===== config.mk =====
export PLATFORM = sky130hd
export DESIGN_NAME = cache_line_axi_master_flat
export DESIGN_NICKNAME = d
export VERILOG_FILES = /design/src/rtl/cache_line_axi_master_if.sv /design/src/rtl/cache_line_axi_master.sv /design/src/flat_wrapper.sv
export SDC_FILE = /design/constraint.sdc
export NUM_CORES = 1
export LEC_CHECK = 0
export CAP_MARGIN = 20
export CORE_ASPECT_RATIO = 1.1
export CORE_UTILIZATION = 31
export CTS_BUF_LIST = sky130_fd_sc_hd__clkbuf_16
export CTS_CLUSTER_SIZE = 14
export DETAILED_ROUTE_END_ITERATION = 8
export GPL_ROUTABILITY_DRIVEN = 0
export PLACE_DENSITY = 0.59
export REMOVE_ABC_BUFFERS = 1
export SLEW_MARGIN = 20
export SYNTH_ARGS = -nofsm -noshare
export SYNTH_HDL_FRONTEND = slang
export SYNTH_SLANG_ARGS = --single-unit

===== constraint.sdc =====
create_clock -name clk -period 18.2 [get_ports clk]
set_input_delay 1.82 -clock clk [delete_from_list [all_inputs] [get_ports clk]]
set_output_delay 1.82 -clock clk [all_outputs]
set_load 0.05 [all_outputs]

===== src/rtl/cache_line_axi_master_if.sv =====
// AXI4 master-side bus bundle for the cache line port.
// Carries AR/R/AW/W/B channels; rid/bid are carried but unused by the master.
interface cache_line_axi_master_if #(
  parameter int ID_WIDTH = 4
);
  logic [31:0]         araddr;
  logic [7:0]          arlen;
  logic [2:0]          arsize;
  logic [1:0]          arburst;
  logic [ID_WIDTH-1:0] arid;
  logic                arvalid;
  logic                arready;

  logic [31:0]         rdata;
  logic [1:0]          rresp;
  logic                rlast;
  logic                rvalid;
  logic [ID_WIDTH-1:0] rid;
  logic                rready;

  logic [31:0]         awaddr;
  logic [7:0]          awlen;
  logic [2:0]          awsize;
  logic [1:0]          awburst;
  logic [ID_WIDTH-1:0] awid;
  logic                awvalid;
  logic                awready;

  logic [31:0]         wdata;
  logic [3:0]          wstrb;
  logic                wlast;
  logic                wvalid;
  logic [ID_WIDTH-1:0] wid;
  logic                wready;

  logic [1:0]          bresp;
  logic                bvalid;
  logic [ID_WIDTH-1:0] bid;
  logic                bready;

  modport master (
    output araddr, arlen, arsize, arburst, arid, arvalid,
    input  arready,
    input  rdata, rresp, rlast, rvalid, rid,
    output rready,
    output awaddr, awlen, awsize, awburst, awid, awvalid,
    input  awready,
    output wdata, wstrb, wlast, wvalid, wid,
    input  wready,
    input  bresp, bvalid, bid,
    output bready
  );

  modport slave (
    input  araddr, arlen, arsize, arburst, arid, arvalid,
    output arready,
    output rdata, rresp, rlast, rvalid, rid,
    input  rready,
    input  awaddr, awlen, awsize, awburst, awid, awvalid,
    output awready,
    input  wdata, wstrb, wlast, wvalid, wid,
    output wready,
    output bresp, bvalid, bid,
    input  bready
  );
endinterface


===== src/rtl/cache_line_axi_master.sv =====
// Cache line refill / posted write-back AXI4 master.
// Define CACHE_LINE_AXI_WRAP_EN for critical-word-first WRAP refills.
module cache_line_axi_master #(
  parameter int LINE_WORDS = 4,
  parameter int WB_DEPTH   = 2,
  parameter int ID_WIDTH   = 4,
  parameter int AXI_ID     = 1
) (
  input  logic                    clk,
  input  logic                    reset,
  input  logic                    rd_req,
  input  logic [31:0]             rd_addr,
  output logic                    rd_rdy,
  output logic                    ret_valid,
  output logic [32*LINE_WORDS-1:0] ret_data,
  output logic                    ret_err,
  output logic                    crit_valid,
  output logic [31:0]             crit_data,
  input  logic                    wr_req,
  input  logic [31:0]             wr_addr,
  input  logic [32*LINE_WORDS-1:0] wr_data,
  output logic                    wr_rdy,
  output logic                    wb_empty,
  output logic                    bus_err,
  cache_line_axi_master_if.master m_axi
);
  localparam int CW  = $clog2(LINE_WORDS);
  localparam int OFF = CW + 2;
  localparam int TW  = 32 - OFF;
  localparam int PW  = (WB_DEPTH > 1) ? $clog2(WB_DEPTH) : 1;
  localparam int NW  = $clog2(WB_DEPTH + 1);
  localparam logic [CW-1:0] LAST = CW'(LINE_WORDS - 1);

  typedef logic [LINE_WORDS-1:0][31:0] line_t;
  typedef enum logic [1:0] {
    R_IDLE, R_AR, R_DATA, R_DONE
  } r_state_e;
  typedef enum logic [1:0] {
    W_IDLE, W_AW, W_DATA, W_RESP
  } w_state_e;

  r_state_e      r_state_q, r_state_d;
  logic [31:0]   raddr_q, raddr_d;
  logic [CW-1:0] rn_q, rn_d;
  logic [CW-1:0] roff_q, roff_d;
  logic [CW-1:0] slot;
  logic          rerr_q, rerr_d;
  line_t         line_q, line_d;

  w_state_e      w_state_q, w_state_d;
  logic [CW-1:0] wbeat_q, wbeat_d;
  logic [NW-1:0] cnt_q, cnt_d;
  logic [PW-1:0] wptr_q, wptr_d;
  logic [PW-1:0] rptr_q, rptr_d;
  logic [WB_DEPTH-1:0] vld_q, vld_d;
  logic [TW-1:0] tag_q [WB_DEPTH];
  logic [TW-1:0] tag_d [WB_DEPTH];
  line_t         buf_q [WB_DEPTH];
  line_t         buf_d [WB_DEPTH];
  logic          bus_err_q, bus_err_d;
  logic          hazard, push, pop;
  logic          unused_ok;

  function automatic logic [PW-1:0] nxt(
    input logic [PW-1:0] p
  );
    return (p == PW'(WB_DEPTH - 1)) ? '0 : p + 1'b1;
  endfunction

  // Refill must not overtake a buffered or same-cycle write of its line.
  always_comb begin
    hazard = 1'b0;
    for (int i = 0; i < WB_DEPTH; i++) begin
      if (vld_q[i] && tag_q[i] == rd_addr[31:OFF])
        hazard = 1'b1;
    end
    if (push && wr_addr[31:OFF] == rd_addr[31:OFF])
      hazard = 1'b1;
  end

  always_comb begin
    r_state_d     = r_state_q;
    raddr_d       = raddr_q;
    rn_d          = rn_q;
    roff_d        = roff_q;
    rerr_d        = rerr_q;
    line_d        = line_q;
    rd_rdy        = 1'b0;
    ret_valid     = 1'b0;
    crit_valid    = 1'b0;
    crit_data     = '0;
    m_axi.arvalid = 1'b0;
    m_axi.rready  = 1'b0;
    slot          = rn_q + roff_q;
    unique case (r_state_q)
      R_IDLE: begin
        rd_rdy = !hazard;
        if (rd_req && !hazard) begin
          r_state_d = R_AR;
          raddr_d   = rd_addr;
          rn_d      = '0;
          rerr_d    = 1'b0;
`ifdef CACHE_LINE_AXI_WRAP_EN
          roff_d    = rd_addr[OFF-1:2];
`else
          roff_d    = '0;
`endif
        end
      end
      R_AR: begin
        m_axi.arvalid = 1'b1;
        if (m_axi.arready)
          r_state_d = R_DATA;
      end
      R_DATA: begin
        m_axi.rready = 1'b1;
        if (m_axi.rvalid) begin
          line_d[slot] = m_axi.rdata;
          rn_d = rn_q + 1'b1;
          if (m_axi.rresp != 2'b00 ||
              m_axi.rlast != (rn_q == LAST))
            rerr_d = 1'b1;
          if (rn_q == LAST)
            r_state_d = R_DONE;
`ifdef CACHE_LINE_AXI_WRAP_EN
          if (rn_q == '0) begin
            crit_valid = 1'b1;
            crit_data  = m_axi.rdata;
          end
`endif
        end
      end
      R_DONE: begin
        ret_valid = 1'b1;
        r_state_d = R_IDLE;
      end
      default: r_state_d = R_IDLE;
    endcase
  end

  always_comb begin
    w_state_d     = w_state_q;
    wbeat_d       = wbeat_q;
    wptr_d        = wptr_q;
    rptr_d        = rptr_q;
    vld_d         = vld_q;
    tag_d         = tag_q;
    buf_d         = buf_q;
    bus_err_d     = bus_err_q;
    m_axi.awvalid = 1'b0;
    m_axi.wvalid  = 1'b0;
    m_axi.bready  = 1'b0;
    pop           = 1'b0;
    push          = wr_req && wr_rdy;
    unique case (w_state_q)
      W_IDLE: begin
        if (cnt_q != '0)
          w_state_d = W_AW;
      end
      W_AW: begin
        m_axi.awvalid = 1'b1;
        if (m_axi.awready)
          w_state_d = W_DATA;
      end
      W_DATA: begin
        m_axi.wvalid = 1'b1;
        if (m_axi.wready) begin
          wbeat_d = wbeat_q + 1'b1;
          if (wbeat_q == LAST)
            w_state_d = W_RESP;
        end
      end
      W_RESP: begin
        m_axi.bready = 1'b1;
        if (m_axi.bvalid) begin
          pop = 1'b1;
          if (m_axi.bresp != 2'b00)
            bus_err_d = 1'b1;
          w_state_d = W_IDLE;
        end
      end
      default: w_state_d = W_IDLE;
    endcase
    if (push) begin
      tag_d[wptr_q] = wr_addr[31:OFF];
      buf_d[wptr_q] = wr_data;
      vld_d[wptr_q] = 1'b1;
      wptr_d        = nxt(wptr_q);
    end
    // Head leaves the buffer only once its B response is in.
    if (pop) begin
      vld_d[rptr_q] = 1'b0;
      rptr_d        = nxt(rptr_q);
    end
    cnt_d = cnt_q + NW'(push) - NW'(pop);
  end

  always_ff @(posedge clk) begin
    if (reset) begin
      r_state_q <= R_IDLE;
      raddr_q   <= '0;
      rn_q      <= '0;
      roff_q    <= '0;
      rerr_q    <= 1'b0;
      line_q    <= '0;
      w_state_q <= W_IDLE;
      wbeat_q   <= '0;
      cnt_q     <= '0;
      wptr_q    <= '0;
      rptr_q    <= '0;
      vld_q     <= '0;
      bus_err_q <= 1'b0;
    end else begin
      r_state_q <= r_state_d;
      raddr_q   <= raddr_d;
      rn_q      <= rn_d;
      roff_q    <= roff_d;
      rerr_q    <= rerr_d;
      line_q    <= line_d;
      w_state_q <= w_state_d;
      wbeat_q   <= wbeat_d;
      cnt_q     <= cnt_d;
      wptr_q    <= wptr_d;
      rptr_q    <= rptr_d;
      vld_q     <= vld_d;
      bus_err_q <= bus_err_d;
    end
  end

  always_ff @(posedge clk) begin
    tag_q <= tag_d;
    buf_q <= buf_d;
  end

  assign ret_data = line_q;
  assign ret_err  = rerr_q && (r_state_q == R_DONE);
  assign wr_rdy   = cnt_q < NW'(WB_DEPTH);
  assign wb_empty = (cnt_q == '0) && (w_state_q == W_IDLE);
  assign bus_err  = bus_err_q;

`ifdef CACHE_LINE_AXI_WRAP_EN
  assign m_axi.araddr  = {raddr_q[31:2], 2'b00};
  assign m_axi.arburst = 2'b10;
`else
  assign m_axi.araddr  = {raddr_q[31:OFF], {OFF{1'b0}}};
  assign m_axi.arburst = 2'b01;
`endif
  assign m_axi.arlen   = 8'(LINE_WORDS - 1);
  assign m_axi.arsize  = 3'b010;
  assign m_axi.arid    = ID_WIDTH'(AXI_ID);

  assign m_axi.awaddr  = {tag_q[rptr_q], {OFF{1'b0}}};
  assign m_axi.awlen   = 8'(LINE_WORDS - 1);
  assign m_axi.awsize  = 3'b010;
  assign m_axi.awburst = 2'b01;
  assign m_axi.awid    = ID_WIDTH'(AXI_ID);
  assign m_axi.wdata   = buf_q[rptr_q][wbeat_q];
  assign m_axi.wstrb   = 4'hF;
  assign m_axi.wlast   = (w_state_q == W_DATA) &&
                         (wbeat_q == LAST);
  assign m_axi.wid     = ID_WIDTH'(AXI_ID);

  assign unused_ok = ^{m_axi.rid, m_axi.bid,
                       raddr_q[1:0], rd_addr[1:0],
                       wr_addr[OFF-1:0]};
endmodule


===== src/flat_wrapper.sv =====
// flat-port wrapper written by rule: the top's interface ports become plain ports
module cache_line_axi_master_flat 
#(
  parameter int LINE_WORDS = 4,
  parameter int WB_DEPTH   = 2,
  parameter int ID_WIDTH   = 4,
  parameter int AXI_ID     = 1
)
  (clk, reset, rd_req, rd_addr, rd_rdy, ret_valid, ret_data, ret_err, crit_valid, crit_data, wr_req, wr_addr, wr_data, wr_rdy, wb_empty, bus_err, m_axi_araddr, m_axi_arlen, m_axi_arsize, m_axi_arburst, m_axi_arid, m_axi_arvalid, m_axi_arready, m_axi_rdata, m_axi_rresp, m_axi_rlast, m_axi_rvalid, m_axi_rid, m_axi_rready, m_axi_awaddr, m_axi_awlen, m_axi_awsize, m_axi_awburst, m_axi_awid, m_axi_awvalid, m_axi_awready, m_axi_wdata, m_axi_wstrb, m_axi_wlast, m_axi_wvalid, m_axi_wid, m_axi_wready, m_axi_bresp, m_axi_bvalid, m_axi_bid, m_axi_bready);
  cache_line_axi_master_if #(.ID_WIDTH(ID_WIDTH)) m_axi_i ();
  input  logic clk;
  input  logic reset;
  input  logic rd_req;
  input  logic [31:0] rd_addr;
  output logic rd_rdy;
  output logic ret_valid;
  output logic [32*LINE_WORDS-1:0] ret_data;
  output logic ret_err;
  output logic crit_valid;
  output logic [31:0] crit_data;
  input  logic wr_req;
  input  logic [31:0] wr_addr;
  input  logic [32*LINE_WORDS-1:0] wr_data;
  output logic wr_rdy;
  output logic wb_empty;
  output logic bus_err;
  output wire logic [$bits(m_axi_i.araddr)-1:0] m_axi_araddr;
  output wire logic [$bits(m_axi_i.arlen)-1:0] m_axi_arlen;
  output wire logic [$bits(m_axi_i.arsize)-1:0] m_axi_arsize;
  output wire logic [$bits(m_axi_i.arburst)-1:0] m_axi_arburst;
  output wire logic [$bits(m_axi_i.arid)-1:0] m_axi_arid;
  output wire logic [$bits(m_axi_i.arvalid)-1:0] m_axi_arvalid;
  input wire logic [$bits(m_axi_i.arready)-1:0] m_axi_arready;
  input wire logic [$bits(m_axi_i.rdata)-1:0] m_axi_rdata;
  input wire logic [$bits(m_axi_i.rresp)-1:0] m_axi_rresp;
  input wire logic [$bits(m_axi_i.rlast)-1:0] m_axi_rlast;
  input wire logic [$bits(m_axi_i.rvalid)-1:0] m_axi_rvalid;
  input wire logic [$bits(m_axi_i.rid)-1:0] m_axi_rid;
  output wire logic [$bits(m_axi_i.rready)-1:0] m_axi_rready;
  output wire logic [$bits(m_axi_i.awaddr)-1:0] m_axi_awaddr;
  output wire logic [$bits(m_axi_i.awlen)-1:0] m_axi_awlen;
  output wire logic [$bits(m_axi_i.awsize)-1:0] m_axi_awsize;
  output wire logic [$bits(m_axi_i.awburst)-1:0] m_axi_awburst;
  output wire logic [$bits(m_axi_i.awid)-1:0] m_axi_awid;
  output wire logic [$bits(m_axi_i.awvalid)-1:0] m_axi_awvalid;
  input wire logic [$bits(m_axi_i.awready)-1:0] m_axi_awready;
  output wire logic [$bits(m_axi_i.wdata)-1:0] m_axi_wdata;
  output wire logic [$bits(m_axi_i.wstrb)-1:0] m_axi_wstrb;
  output wire logic [$bits(m_axi_i.wlast)-1:0] m_axi_wlast;
  output wire logic [$bits(m_axi_i.wvalid)-1:0] m_axi_wvalid;
  output wire logic [$bits(m_axi_i.wid)-1:0] m_axi_wid;
  input wire logic [$bits(m_axi_i.wready)-1:0] m_axi_wready;
  input wire logic [$bits(m_axi_i.bresp)-1:0] m_axi_bresp;
  input wire logic [$bits(m_axi_i.bvalid)-1:0] m_axi_bvalid;
  input wire logic [$bits(m_axi_i.bid)-1:0] m_axi_bid;
  output wire logic [$bits(m_axi_i.bready)-1:0] m_axi_bready;
  assign m_axi_araddr = m_axi_i.araddr;
  assign m_axi_arlen = m_axi_i.arlen;
  assign m_axi_arsize = m_axi_i.arsize;
  assign m_axi_arburst = m_axi_i.arburst;
  assign m_axi_arid = m_axi_i.arid;
  assign m_axi_arvalid = m_axi_i.arvalid;
  assign m_axi_i.arready = m_axi_arready;
  assign m_axi_i.rdata = m_axi_rdata;
  assign m_axi_i.rresp = m_axi_rresp;
  assign m_axi_i.rlast = m_axi_rlast;
  assign m_axi_i.rvalid = m_axi_rvalid;
  assign m_axi_i.rid = m_axi_rid;
  assign m_axi_rready = m_axi_i.rready;
  assign m_axi_awaddr = m_axi_i.awaddr;
  assign m_axi_awlen = m_axi_i.awlen;
  assign m_axi_awsize = m_axi_i.awsize;
  assign m_axi_awburst = m_axi_i.awburst;
  assign m_axi_awid = m_axi_i.awid;
  assign m_axi_awvalid = m_axi_i.awvalid;
  assign m_axi_i.awready = m_axi_awready;
  assign m_axi_wdata = m_axi_i.wdata;
  assign m_axi_wstrb = m_axi_i.wstrb;
  assign m_axi_wlast = m_axi_i.wlast;
  assign m_axi_wvalid = m_axi_i.wvalid;
  assign m_axi_wid = m_axi_i.wid;
  assign m_axi_i.wready = m_axi_wready;
  assign m_axi_i.bresp = m_axi_bresp;
  assign m_axi_i.bvalid = m_axi_bvalid;
  assign m_axi_i.bid = m_axi_bid;
  assign m_axi_bready = m_axi_i.bready;
  cache_line_axi_master #(.LINE_WORDS(LINE_WORDS), .WB_DEPTH(WB_DEPTH), .ID_WIDTH(ID_WIDTH), .AXI_ID(AXI_ID)) u_core (.clk(clk), .reset(reset), .rd_req(rd_req), .rd_addr(rd_addr), .rd_rdy(rd_rdy), .ret_valid(ret_valid), .ret_data(ret_data), .ret_err(ret_err), .crit_valid(crit_valid), .crit_data(crit_data), .wr_req(wr_req), .wr_addr(wr_addr), .wr_data(wr_data), .wr_rdy(wr_rdy), .wb_empty(wb_empty), .bus_err(bus_err), .m_axi(m_axi_i));
endmodule

**Where the registers sit**

Other sequential cells in the stronger gray, the rest of the logic in the fainter gray.
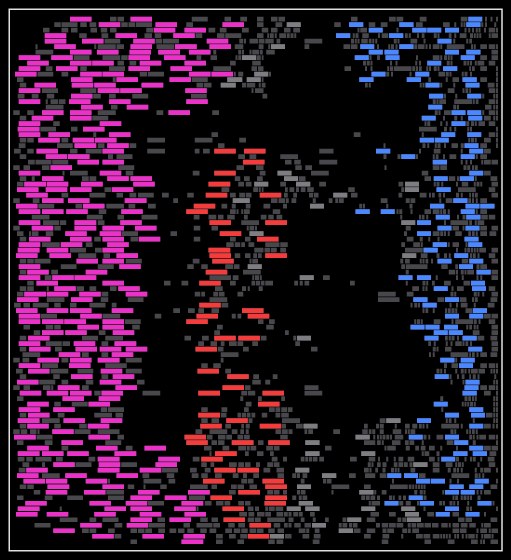
Key: magenta = u_core.buf_q [flops 256]; blue = u_core.ret_data [flops 128, where a vertical strip on the right]; red = u_core.tag_q [flops 56]

**Cell outlines without signal wires**

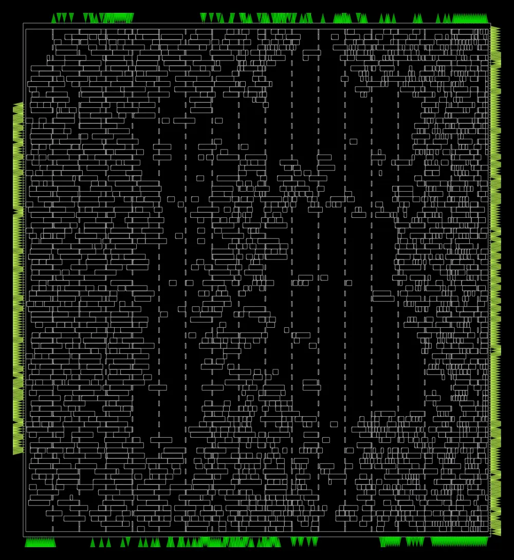
post-route insts no fill: 2,801
Tapcell Cnt: 833

**Signal wires on met1**

The bar under the picture is 50 microns long.
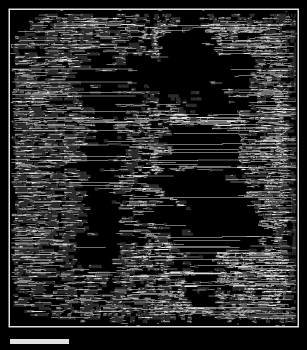
The layer carries 22.2 mm of wire. The longest straight run is 111 microns. The wires run mostly horizontal. The layer holds 37% of the routed length.

==> GITHUB_STEP_SUMMARY <==
## Implementation flow summary

| Metric | Value |
|---|---|
| # hold bufs at CTS | `0` |
| Crit-path max FO | `33` |
| Period minus WS final | `6890 ps` |
| # resized after CTS | `0` |
| Commonest flop | `edfxtp_1` |
| Total number of yosys warnings | `0` |
| Clock Skew | `between 10 and 15 ps` |
| Post-synth EDFFs | `312` |
| Chip area | `0.0648 sq mm` |
| Drt total wl | `60,300 microns` |
| Tally of OpenROAD warnings | `54` |
| Die H | `267 microns` |
| Total Routing Usage GR | `18.3%` |
| Fill cells | `5,818` |
| Vias in the first global route | `13,600` |
| Top Family by Delay on Critical Path | `buffers and inverters` |
| Root buf cell | `clkbuf_16` |
| Synth async-reset ratio | `0%` |
| WHS Path Cells | `2` |
| RSZ-0062 raised after global routing | `no` |
| DP Wirelength | `43,100 microns` |
| WP buf/inv | `3` |
| Sequential power share | `roughly two fifths` |
| Nets | `2,191` |
| Most frequent cell after synthesis | `edfxtp_1` |
| CP max-delay cell | `clkdlybuf4s50_1` |
| Vias per inst | `4.71` |
| # diodes | `0` |
| Setup bufs post-CTS | `0` |
| Crit-path cells | `clkdlybuf4s50_1 -> xnor2_1 -> nand4_1 -> nor4_1 -> a22oi_2 -> buf_4 -> and3_1 -> clkdlybuf4s50_1` |
| Internal power | `2210 uW` |
| CTS tree | `built` |
| Row cnt | `96` |
| Static Leak | `around 0.0088 uW` |
| Mean Syn Cell Area | `13.3 sq um` |
| Htree depth | `2` |
| Synth cell count leaders | `312 x edfxtp_1, 271 x nand2_1, 172 x dfxtp_1` |
| Core Box Area | `0.0627 sq mm` |
| I/O Buffers | `457` |
| Max Cap Viol | `0` |
| R2R cell count | `5` |
| Outcome | `completed` |
| DRT antenna net count | `0` |
-- stage by stage --
stage,area [sq um],instances,setup slack [ps]
after floorplan,19100,1395,8480
after global placement,24900,2708,11220
after detailed placement,24900,2708,11240
after CTS,26600,2800,11230
after global routing,26600,2801,11190
final,26600,2801,11310
-- worst reg2reg max path, delay by kind of cell (launching register included) --
kind / cells / cell delay, ps
buf+inv: 3 / 1610
flops: 1 / 320
simple gates: 2 / 740
-- final timing paths --
path / to / start / slack [ps]
worst max-delay path: rd_rdy / rd_addr[5] / 11310
worst min register to register: u_core.bus_err$_SDFFE_PP0P_ / u_core.bus_err$_SDFFE_PP0P_ / 450
worst min-delay path: u_core.bus_err$_SDFFE_PP0P_ / u_core.bus_err$_SDFFE_PP0P_ / 450
worst max register to register: u_core.buf_q[51]$_DFFE_PP_ / u_core.cnt_q[1]$_SDFF_PP0_ / 15070
-- placed cells by master, fill, tap and decap left out, drive strengths merged, types with 54 or more instances in the layout --
master,netlist,final
a21oi,162,162
clkbuf,72,54
clkdlybuf4s50,0,456
conb,2,83
dfxtp,172,172
edfxtp,312,312
mux2,60,60
mux4,64,64
nand2,271,271
xnor2,88,88
-- per-layer routing --
metal	track usage [%]	vias up	wire length (microns)	share of wire (%)
met5	0	-	189	0.31
met2	32.5	554	30800	51
met3	7.06	100	5930	9.8
li1	-	6125	-	-
met4	4.33	28	1240	2.1
met1	20.5	6394	22200	37
-- cells by family after synthesis --
kind of cell    Yosys count  share of synthesized area (%)
flops                   484                           64.8
other cells               2                         0.0380
fa+ha+maj                15                          0.949
simple gates            372                           8.20
compound gates          209                           5.96
mux                     126                           10.8
xor+xnor                 90                           3.98
buf+inv                 189                           5.31
-- flip-flops by register name, summed over array words and instances (netlist names) --
name / flops
u_core.wbeat_q: 2
u_core.rerr_q: 1
u_core.buf_q: 256
u_core.w_state_q: 2
u_core.wptr_q: 1
u_core.raddr_q: 28
u_core.cnt_q: 2
u_core.r_state_q: 2
u_core.vld_q: 2
u_core.tag_q: 56
u_core.ret_data: 128
u_core.rn_q: 2
u_core.rptr_q: 1
u_core.bus_err: 1
-- layout make-up --
cell class | count | area [sq um] | share of cell area (%)
flip-flops and latches | 484 | 12800 | 48.2
multi-input cells | 895 | 6240 | 23.5
repair buffers | 481 | 4790 | 18.0
clock buffers | 53 | 1330 | 4.98
well taps | 833 | 1040 | 3.92
clock inverters | 39 | 335 | 1.26
inverters | 16 | 60.1 | 0.226
-- power by group through the flow --
stage / logic, uW / clock network (uW) / registers (uW)
after floorplan: 451 / 0 / 1480
after global placement: 844 / 0 / 1380
after detailed placement: 848 / 0 / 1380
after CTS: 851 / 1080 / 1360
after global routing: 895 / 1110 / 1370
final: 847 / 1040 / 1360
Power and IR drop assume default switching activity.
